Figure 1. Ports around the boundary (run 1).
Drawn at 3 px/um. Pins as bars across the die edge, other pins in gray.
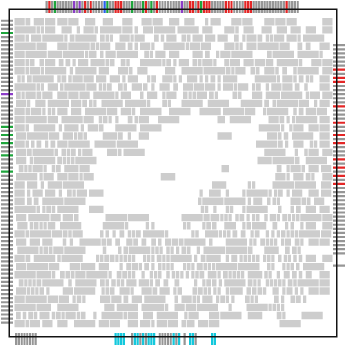
Figure 2. Wiring by layer (run 1).
Drawn at 2 px/um. Two of the layers only.
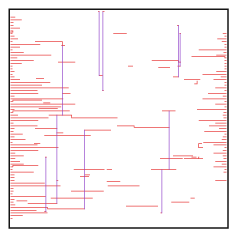
Figure 3. The clock network (run 1).
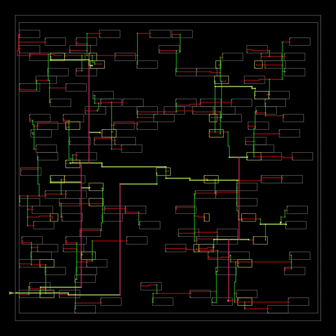
===== src/rtl/id_exe_if.sv =====
// ID->EXE stage bundle: decode-side inputs (operands, instruction word,
// hazard controls) and execute-side registered outputs with event counters.
interface id_exe_if #(
    parameter int DATA_W = 32,
    parameter int CNT_W  = 16
);
    logic              id_valid;
    logic [DATA_W-1:0] id_a;
    logic [DATA_W-1:0] id_b;
    logic [31:0]       instruction;
    logic              stall;
    logic              flush;

    logic              exe_valid;
    logic [DATA_W-1:0] exe_in;
    logic [DATA_W-1:0] exe_a;
    logic [DATA_W-1:0] exe_b;
    logic [11:0]       exe_immed;
    logic [4:0]        exe_opcode;
    logic [3:0]        exe_rd_num;
    logic [2:0]        exe_i_cmd;
    logic              exe_s;
    logic [CNT_W-1:0]  stall_cnt;
    logic [CNT_W-1:0]  flush_cnt;

    // Decode/hazard side: drives the stage inputs, observes the EXE side.
    modport master (
        output id_valid, id_a, id_b, instruction, stall, flush,
        input  exe_valid, exe_in, exe_a, exe_b, exe_immed, exe_opcode,
               exe_rd_num, exe_i_cmd, exe_s, stall_cnt, flush_cnt
    );

    // Pipeline register side.
    modport slave (
        input  id_valid, id_a, id_b, instruction, stall, flush,
        output exe_valid, exe_in, exe_a, exe_b, exe_immed, exe_opcode,
               exe_rd_num, exe_i_cmd, exe_s, stall_cnt, flush_cnt
    );
endinterface


===== src/rtl/id_exe_stage_reg.sv =====
// ID->EXE pipeline register. One-cycle latency, priority reset > flush >
// stall > load. An invalid ID slot loads as a bubble so undefined operand or
// instruction bits never reach the EXE control fields. Saturating counters
// track stalled and flushed cycles for performance monitoring.
module id_exe_stage_reg #(
    parameter int DATA_W     = 32,
    parameter int CNT_W      = 16,
    parameter int CLEAR_DATA = 1
) (
    input logic   clk,
    input logic   reset,
    id_exe_if.slave bus
);

    function automatic logic [CNT_W-1:0] sat_inc(input logic [CNT_W-1:0] v);
        return (&v) ? v : v + 1'b1;
    endfunction

    logic              vld_p1;
    logic [DATA_W-1:0] a_p1;
    logic [DATA_W-1:0] b_p1;
    logic [11:0]       immed_p1;
    logic [4:0]        opcode_p1;
    logic [3:0]        rd_num_p1;
    logic [2:0]        i_cmd_p1;
    logic              s_p1;
    logic [CNT_W-1:0]  stall_cnt_q;
    logic [CNT_W-1:0]  flush_cnt_q;

    logic bubble;
    assign bubble = bus.flush || (!bus.stall && !bus.id_valid);

    // ID -> EXE stage boundary: capture, hold on stall, or insert a bubble.
    always_ff @(posedge clk) begin
        if (reset) begin
            vld_p1    <= 1'b0;
            a_p1      <= '0;
            b_p1      <= '0;
            immed_p1  <= '0;
            opcode_p1 <= '0;
            rd_num_p1 <= '0;
            i_cmd_p1  <= '0;
            s_p1      <= 1'b0;
        end else if (bubble) begin
            vld_p1    <= 1'b0;
            opcode_p1 <= '0;
            rd_num_p1 <= '0;
            i_cmd_p1  <= '0;
            s_p1      <= 1'b0;
            if (CLEAR_DATA != 0) begin
                a_p1     <= '0;
                b_p1     <= '0;
                immed_p1 <= '0;
            end
        end else if (!bus.stall) begin
            vld_p1    <= 1'b1;
            a_p1      <= bus.id_a;
            b_p1      <= bus.id_b;
            immed_p1  <= bus.instruction[11:0];
            opcode_p1 <= bus.instruction[24:20];
            rd_num_p1 <= bus.instruction[15:12];
            i_cmd_p1  <= bus.instruction[27:25];
            s_p1      <= bus.instruction[20];
        end
    end

    // Event counters: flush wins over a simultaneous stall; both saturate.
    always_ff @(posedge clk) begin
        if (reset) begin
            stall_cnt_q <= '0;
            flush_cnt_q <= '0;
        end else if (bus.flush) begin
            flush_cnt_q <= sat_inc(flush_cnt_q);
        end else if (bus.stall) begin
            stall_cnt_q <= sat_inc(stall_cnt_q);
        end
    end

    assign bus.exe_valid  = vld_p1;
    assign bus.exe_in     = a_p1;
    assign bus.exe_a      = a_p1;
    assign bus.exe_b      = b_p1;
    assign bus.exe_immed  = immed_p1;
    assign bus.exe_opcode = opcode_p1;
    assign bus.exe_rd_num = rd_num_p1;
    assign bus.exe_i_cmd  = i_cmd_p1;
    assign bus.exe_s      = s_p1;
    assign bus.stall_cnt  = stall_cnt_q;
    assign bus.flush_cnt  = flush_cnt_q;

endmodule


===== src/flat_wrapper.sv =====
// flat-port wrapper written by rule: the top's interface ports become plain ports
module id_exe_stage_reg_flat 
#(
    parameter int DATA_W     = 32,
    parameter int CNT_W      = 16,
    parameter int CLEAR_DATA = 1
)
  (clk, reset, bus_id_valid, bus_id_a, bus_id_b, bus_instruction, bus_stall, bus_flush, bus_exe_valid, bus_exe_in, bus_exe_a, bus_exe_b, bus_exe_immed, bus_exe_opcode, bus_exe_rd_num, bus_exe_i_cmd, bus_exe_s, bus_stall_cnt, bus_flush_cnt);
  id_exe_if #(.DATA_W(DATA_W), .CNT_W(CNT_W)) bus_i ();
  input logic clk;
  input logic reset;
  input wire logic [$bits(bus_i.id_valid)-1:0] bus_id_valid;
  input wire logic [$bits(bus_i.id_a)-1:0] bus_id_a;
  input wire logic [$bits(bus_i.id_b)-1:0] bus_id_b;
  input wire logic [$bits(bus_i.instruction)-1:0] bus_instruction;
  input wire logic [$bits(bus_i.stall)-1:0] bus_stall;
  input wire logic [$bits(bus_i.flush)-1:0] bus_flush;
  output wire logic [$bits(bus_i.exe_valid)-1:0] bus_exe_valid;
  output wire logic [$bits(bus_i.exe_in)-1:0] bus_exe_in;
  output wire logic [$bits(bus_i.exe_a)-1:0] bus_exe_a;
  output wire logic [$bits(bus_i.exe_b)-1:0] bus_exe_b;
  output wire logic [$bits(bus_i.exe_immed)-1:0] bus_exe_immed;
  output wire logic [$bits(bus_i.exe_opcode)-1:0] bus_exe_opcode;
  output wire logic [$bits(bus_i.exe_rd_num)-1:0] bus_exe_rd_num;
  output wire logic [$bits(bus_i.exe_i_cmd)-1:0] bus_exe_i_cmd;
  output wire logic [$bits(bus_i.exe_s)-1:0] bus_exe_s;
  output wire logic [$bits(bus_i.stall_cnt)-1:0] bus_stall_cnt;
  output wire logic [$bits(bus_i.flush_cnt)-1:0] bus_flush_cnt;
  assign bus_i.id_valid = bus_id_valid;
  assign bus_i.id_a = bus_id_a;
  assign bus_i.id_b = bus_id_b;
  assign bus_i.instruction = bus_instruction;
  assign bus_i.stall = bus_stall;
  assign bus_i.flush = bus_flush;
  assign bus_exe_valid = bus_i.exe_valid;
  assign bus_exe_in = bus_i.exe_in;
  assign bus_exe_a = bus_i.exe_a;
  assign bus_exe_b = bus_i.exe_b;
  assign bus_exe_immed = bus_i.exe_immed;
  assign bus_exe_opcode = bus_i.exe_opcode;
  assign bus_exe_rd_num = bus_i.exe_rd_num;
  assign bus_exe_i_cmd = bus_i.exe_i_cmd;
  assign bus_exe_s = bus_i.exe_s;
  assign bus_stall_cnt = bus_i.stall_cnt;
  assign bus_flush_cnt = bus_i.flush_cnt;
  id_exe_stage_reg #(.DATA_W(DATA_W), .CNT_W(CNT_W), .CLEAR_DATA(CLEAR_DATA)) u_core (.clk(clk), .reset(reset), .bus(bus_i));
endmodule

===== config.mk =====
export PLATFORM = sky130hd
export DESIGN_NAME = id_exe_stage_reg_flat
export DESIGN_NICKNAME = d
export VERILOG_FILES = /design/src/rtl/id_exe_if.sv /design/src/rtl/id_exe_stage_reg.sv /design/src/flat_wrapper.sv
export SDC_FILE = /design/constraint.sdc
export NUM_CORES = 1
export LEC_CHECK = 0
export ABC_AREA = 1
export ABC_CLOCK_PERIOD_IN_PS = 4400
export CORE_MARGIN = 1
export CORE_UTILIZATION = 45
export CTS_BUF_LIST = sky130_fd_sc_hd__clkbuf_4 sky130_fd_sc_hd__clkbuf_8
export DETAILED_ROUTE_END_ITERATION = 7
export PLACE_DENSITY = 0.94
export SYNTH_ARGS = -nofsm -noshare
export SYNTH_HDL_FRONTEND = slang
export SYNTH_SLANG_ARGS = --single-unit

===== constraint.sdc =====
create_clock -name clk -period 4.4 [get_ports clk]
set_input_delay 0.88 -clock clk [delete_from_list [all_inputs] [get_ports clk]]
set_output_delay 0.88 -clock clk [all_outputs]
set_load 0.02 [all_outputs]

==> flow_metrics.py, run 1 <==
# Generated from Yosys and OpenROAD reports
metrics = {
    "logic_synthesis": {
        "syn_avg_cell_area_um2": 7.03,
        "ys_seq_share": 0.473,
        "synthesis.nets": 831,
        "ys_types": 22,
        "synth_cells": 728,
        "syn-cell-area_mm2": 0.00512,
    },
    "critical_path": {
        "crit_buf_inv": 3,
        "cpMaxStageDelayCell": "clkdlybuf4s50_1",
        "criticalPathCategory": "in -> reg",
        "path_cells": "clkdlybuf4s50_1, inv_1, o211ai_4, buf_12, a21oi_1",
        "crit_start": "reset",
        "cp.arrival_ns": 2.89,
    },
    "cells_and_area": {
        "lay_top_count": "nand2_1",
        "syn_to_final_growth_pct": 51.2,
        "mostFrequentLayoutCells": "265 x nand2_1, 245 x clkdlybuf4s50_1, 121 x dfxtp_1",
        "layout-drive-gt1-share": 0.0512,
    },
    "detailed_routing": {
        "first_pass_iters": 5,
        "via_per_inst": 4.90,
        "route.antenna.remaining_nets": 0,
        "drc": 0,
        "wl_per_cell_um": 14.1,
    },
    "clock_network": {
        "clock_path_buffers": 2,
        "htreeDepth": 4,
        "path_clk_slew_ns": 0.06,
        "post_cts_buffers": 0,
        "hold_buffers": 0,
        "numCtsBuffers": 17,
    },
    "pwr": {
        "total_power_mw": 2.33,
        "power.density_mw_per_mm2": 301,
        "peakVddDrop_mv": 0.280,
    },
    "final_timing": {
        "worst_slew_pin_slew_ns": 0.965,
        "fin_ws_ns": 1.81,
        "setup-tns-final_ns": 0,
        "slew_headroom": 0.357,
        "clock.fmax_mhz": 386,
        "min_period_ns": 2.59,
        "timing_hold_violations_final": 0,
    },
    "floorplanning": {
        "die_area_mm2": 0.0118,
        "io_pins": 255,
    },
    "placed_design": {
        "preCtsSetupSlack_ns": 1.36,
        "routabilityCongestion": 0.886,
        "dp_hpwl_um": 10700,
        "dpl_cell_area_mm2": 0.00739,
    },
    "run_status": {
        "status": "complete, no violations",
    },
    "flow_run": {
        "warnings": 34,
    },
    "grt": {
        "overflow": 0,
        "grt_pass1_vias": 4946,
    },
}
Notes on Figure 1 above:
- `bus_flush_cnt`: cyan (pins 16; direction output; edge south)
- `bus_id_a`: red (pins 32; direction input; edge 21 north, 11 east)
- `bus_exe_rd_num`: purple (pins 4; direction output; edge 3 north, 1 west)
- `bus_exe_s`: blue (pins 1; direction output; edge north)
- `bus_exe_immed`: green (pins 12; direction output; edge 6 west, 6 north)
- all pins by edge: 92 north, 75 west, 53 east, 35 south
die width: 109 um
Die H: 109 um

Notes on Figure 2 above:
- metal 4: purple (wire length 310 um)
- metal 3: red (wire length 1250 um)
DRT Wirelength: 15200 um
Vias: 5281

Notes on Figure 3 above:
clk_lat worst skew: 0.43 ns
P_clk: 0.885 mW

==> run 1: metal layers <==
metal  vias to the layer above  track usage  part of all wire
met5                         -            0                 0
met4                         0        0.109             0.020
met3                        25       0.0926             0.083
met2                       218        0.438              0.50
met1                      2385        0.295              0.40
li1                       2653            -                 -
==> run 1: power breakdown <==
group	total, mW	switching [mW]	internal, mW
combinational	0.302	0.148	0.154
clock	0.885	0.408	0.478
sequential	1.14	0.0199	1.12
==> run 1: kinds of logic after synthesis <==
group / Yosys count / share of synthesized area
AND-OR/OR-AND: 108 / 0.107
AND/OR/NAND/NOR: 388 / 0.303
XOR/XNOR: 3 / 0.00514
flip-flops: 121 / 0.473
adder cells (fa/ha/maj): 2 / 0.00489
buffers and inverters: 106 / 0.106
==> run 1: worst paths after layout <==
path                                                 to  slack (ns)  cells past startpoint
worst max-delay path            u_core.bus.exe_i_cmd[0]        1.81                      5
worst min-delay path               u_core.bus.exe_b[20]        0.46                      2
worst max register to register  u_core.bus.flush_cnt[2]        2.36                      6
worst min register to register     u_core.bus.exe_b[20]        0.46                      2
==> run 1: tightest hold or removal path: stages, from the launching register on <==
cell and delay, ns:
dfxtp_1 0.31, nand2_1 0.06, a21oi_1 0.05
==> run 1: metrics by stage <==
stage	hold slack, ns	std cells
finish	0.463	1077
global route	0.481	1077
CTS	0.464	1077
detailed placement	0.455	1048
global placement	0.450	1048
floorplan	0.541	728
==> run 1: synthesized netlist by cell type <==
| master | instances | area share |
|---|---|---|
| a21oi_1 | 103 | 0.10 |
| and3_1 | 1 | 0.0012 |
| buf_1 | 1 | 0.00073 |
| buf_2 | 8 | 0.0078 |
| buf_4 | 34 | 0.050 |
| buf_6 | 1 | 0.0022 |
| clkbuf_1 | 25 | 0.018 |
| dfxtp_1 | 121 | 0.47 |
| ha_1 | 2 | 0.0049 |
| inv_1 | 34 | 0.025 |
| inv_2 | 3 | 0.0022 |
| nand2_1 | 265 | 0.19 |
| nand2_2 | 2 | 0.0024 |
| nand3_1 | 39 | 0.038 |
| nand4_1 | 3 | 0.0037 |
| nor2_1 | 69 | 0.051 |
| nor2_2 | 7 | 0.0086 |
| nor2_4 | 2 | 0.0044 |
| o211ai_2 | 1 | 0.0024 |
| o21ai_0 | 3 | 0.0029 |
| o21ai_1 | 1 | 0.00098 |
| xor2_1 | 3 | 0.0051 |
==> run 1: layout make-up <==
class / count / area (um^2)
timing repair buffer: 249 / 2490
clock buffer: 26 / 333
fill: 865 / 3250
tap: 140 / 175
clock inverter: 3 / 15.0
inverter: 37 / 139
multi-input combinational: 501 / 2160
sequential: 121 / 2420
==> run 1: flip-flops by register name, indices dropped and copies added (netlist names) <==
signal	flops
u_core.bus.exe_valid	1
u_core.bus.exe_opcode	5
u_core.bus.flush_cnt	16
u_core.bus.stall_cnt	16
u_core.bus.exe_b	32
u_core.bus.exe_i_cmd	3
u_core.bus.exe_rd_num	4
u_core.bus.exe_immed	12
u_core.bus.exe_a	32
Figure 4. Logic cells by family (run 1).
Drawn at 3 px/um.
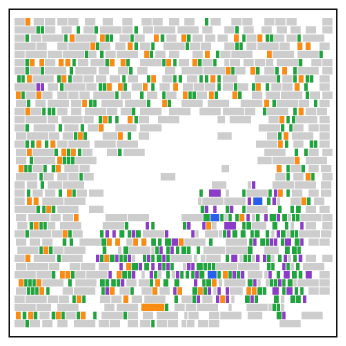

--- run 2 (diff from run 1) ---
Settings changed: ABC_CLOCK_PERIOD_IN_PS 4400 to 2700, CORE_UTILIZATION 45 to 42, PLACE_DENSITY 0.94 to 0.89.
Clock period 4.4 ns to 2.7 ns, I/O delays scaled along.
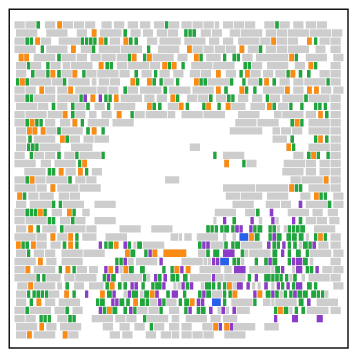
Figure 5: run 2, logic cells by family.
Drawn at 3 px/um.
- NOR gates: purple (cells 78; most used nor2_1)
- inverting AOI/OAI gates: orange (cells 108; most used a21oi_1; where all over the die)
- XOR/XNOR gates: blue (cells 3; most used xor2_1)
- NAND gates: green (cells 309; most used nand2_1; where all over the die)

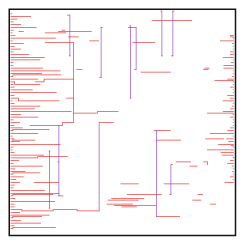
Figure 6: run 2, wiring by layer.
Drawn at 2 px/um. Two of the layers only.
- metal 4: purple (wire length 354 um)
- metal 3: red (wire length 1320 um)

==> run 2 against run 1 <==
Cell area is 2.1% higher; global-route usage shrank 1.4 points; combinational power grew 66%; wire length increased by 0.20%; first-iteration DRC count is 17% higher; utilization is 2.7 points lower; via count rose by 1.0%; critical path depth decreased by 4; sequential share of layout area decreased by 0.63 points; register-to-register slack worse by 1.5 ns; area after synthesis stayed put; non-clock buffer count grew 7.
==> flow_metrics.py, run 2 <==
# Generated from Yosys and OpenROAD reports
metrics = {
    "run_status": {
        "status": "complete, no violations",
    },
    "worst_hold_path": {
        "whs_path_depth": 2,
        "min_to": "u_core.bus.exe_opcode[2]",
    },
    "critical_path": {
        "r2r-end": "u_core.bus.stall_cnt[2]",
        "cpMaxStageDelayCell": "clkdlybuf4s50_1",
        "r2r_cells": 10,
        "path_cells": "clkdlybuf4s50_1",
        "regToRegSetupSlack_ns": 0.86,
    },
    "cells_and_area": {
        "syn_to_final_growth_pct": 54.3,
        "logic_area_mm2": 0.00216,
        "lay_top_count": "nand2_1",
        "fill_cells": 930,
    },
    "detailed_routing": {
        "via_per_inst": 4.90,
        "drc": 0,
        "first_pass_iters": 4,
        "route.antenna.remaining_nets": 0,
    },
    "floorplanning": {
        "fp.dieW_um": 112,
        "dieHeight_um": 112,
    },
    "final_timing": {
        "worst_slew_pin_slew_ns": 0.601,
        "slew_headroom": 0.599,
        "hold_slack_ns": 0.464,
        "timing_hold_violations_final": 0,
        "setup-tns-final_ns": 0,
    },
    "pwr": {
        "seqPwrFrac": 0.448,
        "combPwrFrac": 0.121,
        "netSwitchingFraction": 0.245,
    },
    "logic_synthesis": {
        "xor_share": 0.00513,
        "topCombFamilyByArea": "simple AND/OR/NAND/NOR gates",
        "ys_seq_share": 0.473,
        "synth-edff-count": 0,
        "ys_types": 22,
        "topCellsByArea": "dfxtp_1 47%, nand2_1 19%, a21oi_1 10%",
        "synthesis.nets": 831,
        "yosysMostFrequentCell": "nand2_1",
        "yosys.area_share.simple": 0.303,
    },
    "clock_network": {
        "post_cts_buffers": 0,
        "htreeDepth": 4,
        "clock_path_buffers": 2,
        "hold_buffers": 0,
        "path_clk_slew_ns": 0.07,
    },
    "placed_design": {
        "dp_hpwl_um": 10600,
        "routabilityCongestion": 0.885,
        "dp.cells": 1058,
    },
}
run 2: cell types whose count changed in the layout (fill, tap and decap cells not counted), sizes merged:
cell      delta
bufinv       +4
clkinv       +1
buf          +7
clkinvlp     +4
clkbuf       -6
run 2: per-stage QoR:
step	worst slack (ns)	util	area, um^2	total power, mW
after floorplan	1.12	-	5120	2.12
after global placement	0.621	0.640	7460	2.39
after detailed placement	0.595	0.640	7460	2.40
after CTS	0.551	0.677	7900	4.18
after global routing	0.511	0.677	7900	4.30
final	0.569	0.677	7900	4.14
run 2: how the worst max path moves through the flow:
stage | cells after the start | slack (ns) | to
3_5_place_dp | 5 | 0.59 | u_core.bus.exe_a[21]
4_1_cts | 1 | 0.55 | bus_flush_cnt[11]
2_1_floorplan | 9 | 1.12 | u_core.bus.stall_cnt[12]
3_3_place_gp | 5 | 0.62 | u_core.bus.exe_a[12]
5_1_grt | 1 | 0.51 | bus_flush_cnt[11]
6_report | 1 | 0.57 | bus_flush_cnt[11]
run 2: layout make-up:
class / count / share of cell area
clock inverters: 12 / 0.0220
multi-input cells: 501 / 0.274
flip-flops and latches: 121 / 0.307
inverters: 37 / 0.0176
well taps: 143 / 0.0227
repair buffers: 256 / 0.324
clock buffers: 20 / 0.0333
run 2: metal layers:
layer  part of all wire  wire (um)  GRT usage  vias up
li1                   -          -          -     2676
met1               0.39       5990      0.271     2402
met2               0.50       7520      0.417      228
met3              0.087       1320     0.0956       30
met4              0.023        353      0.111        0
met5                  0          0          0        -
run 2: cells by family (layout without fill, tap and decap cells):
logic type | Yosys count | count (layout)
AND/OR/NAND/NOR | 388 | 388
adder cells (fa/ha/maj) | 2 | 2
AND-OR/OR-AND | 108 | 108
buffers and inverters | 106 | 325
XOR/XNOR | 3 | 3
flip-flops | 121 | 121
run 2: power groups by stage:
| stage | logic (mW) | registers, mW | clock network (mW) |
|---|---|---|---|
| 2_1_floorplan | 0.178 | 1.95 | 0 |
| 3_3_place_gp | 0.493 | 1.90 | 0 |
| 3_5_place_dp | 0.499 | 1.90 | 0 |
| 4_1_cts | 0.503 | 1.86 | 1.82 |
| 5_1_grt | 0.539 | 1.86 | 1.90 |
| 6_report | 0.500 | 1.86 | 1.79 |
Power and IR drop assume default switching activity.
